**Placed cells, one colour a class**

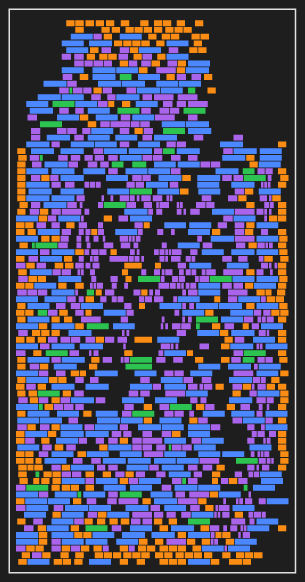
**Cell area per tile**

12 x 23 tiles, from black (low) to pale yellow (high), 0 to 100% covered.
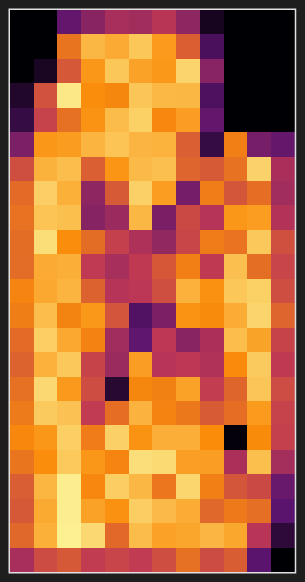
**Routing congestion**

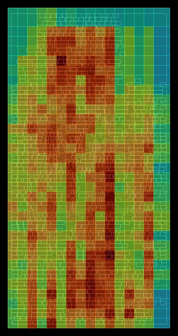
**Cells by drive strength**

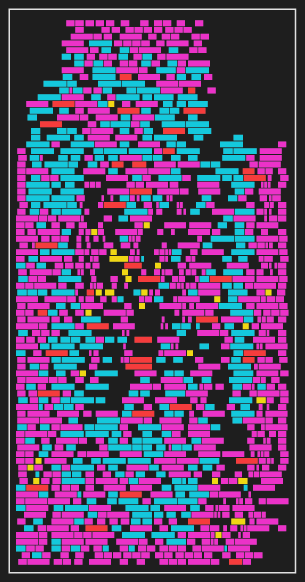
**Sequential cells grouped by signal name**

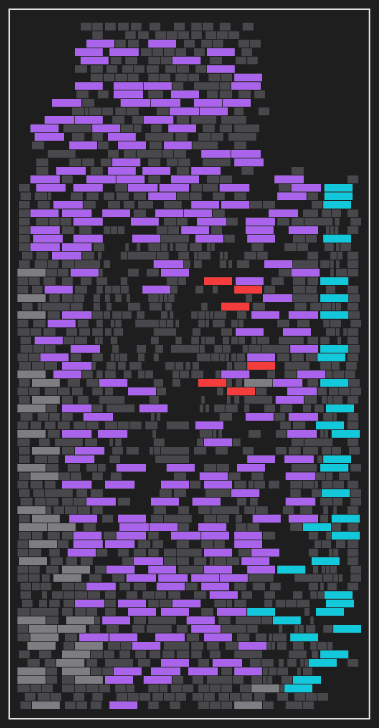
[src/rtl/retire_commit.sv]
// In-order ROB commit: maintains the retirement RAT, releases superseded
// physical registers, and on a mispredicted branch flushes and restores the F-RAT.
module retire_commit #(
  parameter int LOG_ARCH = 5,
  parameter int LOG_PHYS = 6,
  parameter int NUM_ARCH = 32,
  parameter int ENTRY_W  = 104 + LOG_PHYS + LOG_ARCH
) (
  input  logic                         CLK,
  input  logic                         RESET,
  input  logic                         Rob_head_valid,
  input  logic [ENTRY_W-1:0]           Rob_head_entry,
  output logic                         Rob_pop,
  output logic                         Free_reg_valid,
  output logic [LOG_PHYS-1:0]          Free_reg,
  output logic                         Flush,
  output logic                         Redirect_valid,
  output logic [31:0]                  Redirect_PC,
  output logic                         Frat_restore,
  output logic [NUM_ARCH*LOG_PHYS-1:0] Frat_restore_map,
  output logic [31:0]                  Retired_count
);

  localparam int F_PHYS = LOG_ARCH;
  localparam int F_HD   = LOG_ARCH + LOG_PHYS;
  localparam int F_RA   = F_HD + 1;
  localparam int F_ALT  = F_HD + 2;
  localparam int F_PC   = F_ALT + 32;

  typedef enum logic [1:0] {RUN, FLUSH, DRAIN} state_t;

  state_t                             state_q, state_d;
  logic [NUM_ARCH-1:0][LOG_PHYS-1:0]  rrat_q, rrat_d;
  logic                               free_valid_q, free_valid_d;
  logic [LOG_PHYS-1:0]                free_reg_q, free_reg_d;
  logic                               flush_q, flush_d;
  logic [31:0]                        redirect_pc_q, redirect_pc_d;
  logic [31:0]                        count_q, count_d;

  logic                done;
  logic                req_alt;
  logic                has_dest;
  logic [31:0]         alt_pc;
  logic [LOG_PHYS-1:0] phys;
  logic [LOG_ARCH-1:0] arch;
  logic                commit;
  logic                unused_fields;

  assign done     = Rob_head_entry[ENTRY_W-1];
  assign alt_pc   = Rob_head_entry[F_ALT +: 32];
  assign req_alt  = Rob_head_entry[F_RA];
  assign has_dest = Rob_head_entry[F_HD];
  assign phys     = Rob_head_entry[F_PHYS +: LOG_PHYS];
  assign arch     = Rob_head_entry[0 +: LOG_ARCH];

  // pc, instr and the reserved gap are carried for debug only
  assign unused_fields = ^Rob_head_entry[ENTRY_W-2:F_PC];

  assign commit  = (state_q == RUN) & Rob_head_valid & done;
  assign Rob_pop = commit;

  always_comb begin
    state_d       = state_q;
    rrat_d        = rrat_q;
    free_valid_d  = 1'b0;
    free_reg_d    = free_reg_q;
    flush_d       = 1'b0;
    redirect_pc_d = redirect_pc_q;
    count_d       = count_q;
    unique case (state_q)
      RUN: begin
        if (commit) begin
          count_d = count_q + 32'd1;
          if (has_dest) begin
            free_valid_d = 1'b1;
            if (arch != '0) begin
              free_reg_d   = rrat_q[arch];
              rrat_d[arch] = phys;
            end else begin
              free_reg_d = phys;
            end
          end
          if (req_alt) begin
            redirect_pc_d = alt_pc;
            flush_d       = 1'b1;
            state_d       = FLUSH;
          end
        end
      end
      FLUSH: state_d = DRAIN;
      DRAIN: if (!Rob_head_valid) state_d = RUN;
      default: state_d = RUN;
    endcase
  end

  always_ff @(posedge CLK or negedge RESET) begin
    if (!RESET) begin
      state_q       <= RUN;
      for (int i = 0; i < NUM_ARCH; i++)
        rrat_q[i] <= LOG_PHYS'(i);
      free_valid_q  <= 1'b0;
      free_reg_q    <= '0;
      flush_q       <= 1'b0;
      redirect_pc_q <= '0;
      count_q       <= '0;
    end else begin
      state_q       <= state_d;
      rrat_q        <= rrat_d;
      free_valid_q  <= free_valid_d;
      free_reg_q    <= free_reg_d;
      flush_q       <= flush_d;
      redirect_pc_q <= redirect_pc_d;
      count_q       <= count_d;
    end
  end

  assign Free_reg_valid   = free_valid_q;
  assign Free_reg         = free_reg_q;
  assign Flush            = flush_q;
  assign Redirect_valid   = flush_q;
  assign Frat_restore     = flush_q;
  assign Redirect_PC      = redirect_pc_q;
  assign Frat_restore_map = rrat_q;
  assign Retired_count    = count_q;

endmodule

[config.mk]
export PLATFORM = sky130hd
export DESIGN_NAME = retire_commit
export DESIGN_NICKNAME = d
export VERILOG_FILES = /design/src/rtl/retire_commit.sv
export SDC_FILE = /design/constraint.sdc
export NUM_CORES = 1
export LEC_CHECK = 0
export CORE_AREA = 2 2 113 225
export DETAILED_ROUTE_END_ITERATION = 16
export DIE_AREA = 0 0 115 227
export GPL_ROUTABILITY_DRIVEN = 0
export PLACE_DENSITY = 0.85
export SYNTH_ARGS = -nofsm -noshare
export SYNTH_HDL_FRONTEND = slang
export SYNTH_SLANG_ARGS = --single-unit
[constraint.sdc]
create_clock -name CLK -period 4.39 [get_ports CLK]
set_clock_uncertainty 0.2 [all_clocks]
set_input_delay 0.878 -clock CLK [delete_from_list [all_inputs] [get_ports CLK]]
set_output_delay 0.878 -clock CLK [all_outputs]
set_load 0.02 [all_outputs]
==> reports/metrics.yaml <==
final_layout:
  final_cell_count_no_fill: 1465
  n_antenna_cell: 0
  fillers: 1791
  drive_gt1_share_pct: 35.0
sta:
  hold_viol_final: 0
  relSlewSlack_pct: 18.4
  fmax_mhz: 279
  timing.setup.tns_ns: 0
  min_period_ns: 3.59
  setup_viol: 0
  fin_ws_ns: 0.804
detailed_routing:
  vias: 8563
  first_pass_iters: 5
  wl_mm: 36.7
  met3_length_mm: 2.01
  wl_per_cell_um: 25.0
  drt_iter0_drc: 515
flow_run:
  warnings: 95
  drv_cap: 0
pwr:
  peakVddDrop_uv: 425
  p_clk_share_pct: 32.9
  power.total_uw: 6470
  power_leader: "sequential cells"
  switching_power_uw: 1880
  intPower_uw: 4590
  p_seq_uw: 2940
  power.density_nw_per_um2: 399
  p_comb_share_pct: 21.7
  pg_clk_uw: 2130
cts:
  ctsRootBufferMaster: "clkbuf_16"
  numCtsBuffers: 24
  tritoncts: "yes"
  ctsHoldBuffers: 0
  clk_pin_slew_ns: 0.07
  h-tree-depth: 1
  clockBufferDepth: 3
global_route:
  antenna_found_initial: 0
  grt_start_max_net_pins: 84
  grt-ovfl-total: 0
  grt_pass1_wl_mm: 55.1
worst_setup_path:
  cp_max_fo: 9
  cp_cell_sequence: "clkdlybuf4s50_1 -> nand4bb_1 -> inv_2 -> clkdlybuf4s50_1"
  crit_path_end: "Rob_pop"
  cp_num_buf_inv: 3
  crit_type: "primary input to output port"
  rrSetupSlack_ns: 1.64
  worstReg2RegEnd: "Frat_restore_map[95]"
  crit_top_cell: "clkdlybuf4s50_1"
  cpLargestDelayFamily: "buffers and inverters"
  crit_path_start: "Rob_head_valid"
  reg2reg_depth: 7
  cp.required_ns: 3.31
  cp-start-kind: "primary input"
  slowest_stage: "clkdlybuf4s50_1"
  r2r_start: "state_q[1]"
  crit_cells: 4
placement:
  dp_slack_ns: 0.762
  post_dp_cell_area_um2: 15400
  port_buffers: 315
  dpl.hpwl_mm: 27.2
yosys:
  yosysSeqAreaShare_pct: 56.1
  fp_nets: 977
  edf_count: 0
  postSynth.asyncResetShare_pct: 100
  synth_area_per_cell_um2: 14.0
  ys_cells: 858
  synth_area_um2: 12000
  ys_types: 55
  synth_chip_area_um2: 12000
floorplanning:
  die_h_um: 227
  die_w_um: 115
worst_hold_path:
  hp-class: "primary input to async pin"
status:
  status: "finished, final reports clean"
## Picture notes: 'placed cells, one colour a class'
all other logic: in purple, cells 528, share of their area 31%. flip-flops: in blue, cells 266, share of their area 43%. other buffers and delay cells: in orange, cells 337, share of their area 21%. clock drivers and dummy loads: in green, cells 44, share of their area 5.0%.

## Picture notes: 'cell area per tile'
38% of the tiles are over 75% full. The fullest tile reaches 97%. 8.0% of the tiles are nearly empty. The emptiest ninth of the die: north-east. The mean over all tiles is 61%.

## Picture notes: 'routing congestion'
grt peak-use layer: met2
M2 GR Usage: 51.2%
final core occ: 66.7%
grt met3 use: 5.01%
GR Util All Layers: 28.1%

## Picture notes: 'cells by drive strength'
drive 6 and up: in red, cells 37. drive 1 or less: in magenta, cells 764. drive 2: in cyan, cells 348. drive 3 to 4: in yellow, cells 26.

## Picture notes: 'sequential cells grouped by signal name'
Retired_count: in cyan, flops 32. Frat_restore_map: in purple, flops 192. Free_reg: in red, flops 6.
Another 36 sequential cells are not coloured.

==> cells by family after synthesis <==
group | count (synthesis) | share of synthesized area (%)
AND-OR/OR-AND | 44 | 2.62
buffers and inverters | 73 | 2.94
multiplexers | 290 | 28.7
adder cells (fa/ha/maj) | 1 | 0.104
XOR/XNOR | 31 | 2.25
AND/OR/NAND/NOR | 153 | 7.28
flip-flops | 266 | 56.1
==> layout make-up <==
type,instances,area [um2],area share (%)
clock inverters,12,109,0.671
clock buffers,32,681,4.19
inverters,9,33.8,0.208
repair buffers,337,3350,20.6
multi-input cells,519,4940,30.4
flip-flops and latches,266,6760,41.6
well taps,290,363,2.24
==> cell usage after synthesis (2+ instances only) <==
| master | n | area, um2 |
|---|---|---|
| mux2_2 | 226 | 2540 |
| dfrtp_1 | 186 | 4650 |
| dfstp_2 | 80 | 2100 |
| nand2_1 | 44 | 165 |
| mux2i_1 | 42 | 420 |
| clkbuf_1 | 30 | 113 |
| mux4_2 | 22 | 495 |
| xnor2_1 | 20 | 175 |
| nand3_1 | 17 | 85.1 |
| nor2_1 | 17 | 63.8 |
| buf_2 | 16 | 80.1 |
| buf_4 | 16 | 120 |
| o22ai_1 | 16 | 100 |
| and3_1 | 12 | 75.1 |
| xor2_1 | 11 | 96.3 |
| and2_1 | 8 | 50.1 |
| nor3_1 | 8 | 40.0 |
| inv_1 | 7 | 26.3 |
| nand4_1 | 7 | 43.8 |
| nor4_1 | 7 | 43.8 |
| a21oi_1 | 5 | 25.0 |
| nor3b_1 | 5 | 37.5 |
| a22oi_1 | 4 | 30.0 |
| o221a_2 | 4 | 45.0 |
| a221oi_1 | 3 | 26.3 |
| a31oi_1 | 3 | 18.8 |
| and4_1 | 3 | 26.3 |
| nand4b_1 | 3 | 26.3 |
| nor2b_1 | 3 | 18.8 |
| a2111oi_0 | 2 | 17.5 |
| and2_2 | 2 | 15.0 |
| buf_1 | 2 | 7.51 |
| inv_2 | 2 | 7.51 |
| o21ai_0 | 2 | 10.0 |
| or4b_2 | 2 | 20.0 |
| or4bb_1 | 2 | 22.5 |
==> placed cells by master, fill, tap and decap left out, types with 6 or more instances in the layout <==
| cell | synthesis | final |
|---|---|---|
| o22ai_1 | 16 | 16 |
| clkinv_2 | 0 | 6 |
| inv_1 | 7 | 7 |
| mux2_2 | 226 | 226 |
| and2_1 | 8 | 8 |
| nand2_1 | 44 | 44 |
| nor3_1 | 8 | 8 |
| nor4_1 | 7 | 7 |
| buf_4 | 16 | 21 |
| xnor2_1 | 20 | 20 |
| dfstp_2 | 80 | 80 |
| mux2i_1 | 42 | 42 |
| nand3_1 | 17 | 17 |
| mux4_2 | 22 | 22 |
| clkbuf_16 | 0 | 24 |
| dfrtp_1 | 186 | 186 |
| clkdlybuf4s50_1 | 0 | 313 |
| and3_1 | 12 | 12 |
| xor2_1 | 11 | 11 |
| nor2_1 | 17 | 17 |
| nand4_1 | 7 | 7 |
==> metal layers <==
metal | track usage [%] | vias up
met1 | 29.8 | 4364
met5 | 0 | -
met4 | 16.4 | 0
met3 | 5.01 | 111
li1 | - | 3715
met2 | 51.2 | 373
Power is estimated from default activity; no workload was simulated.
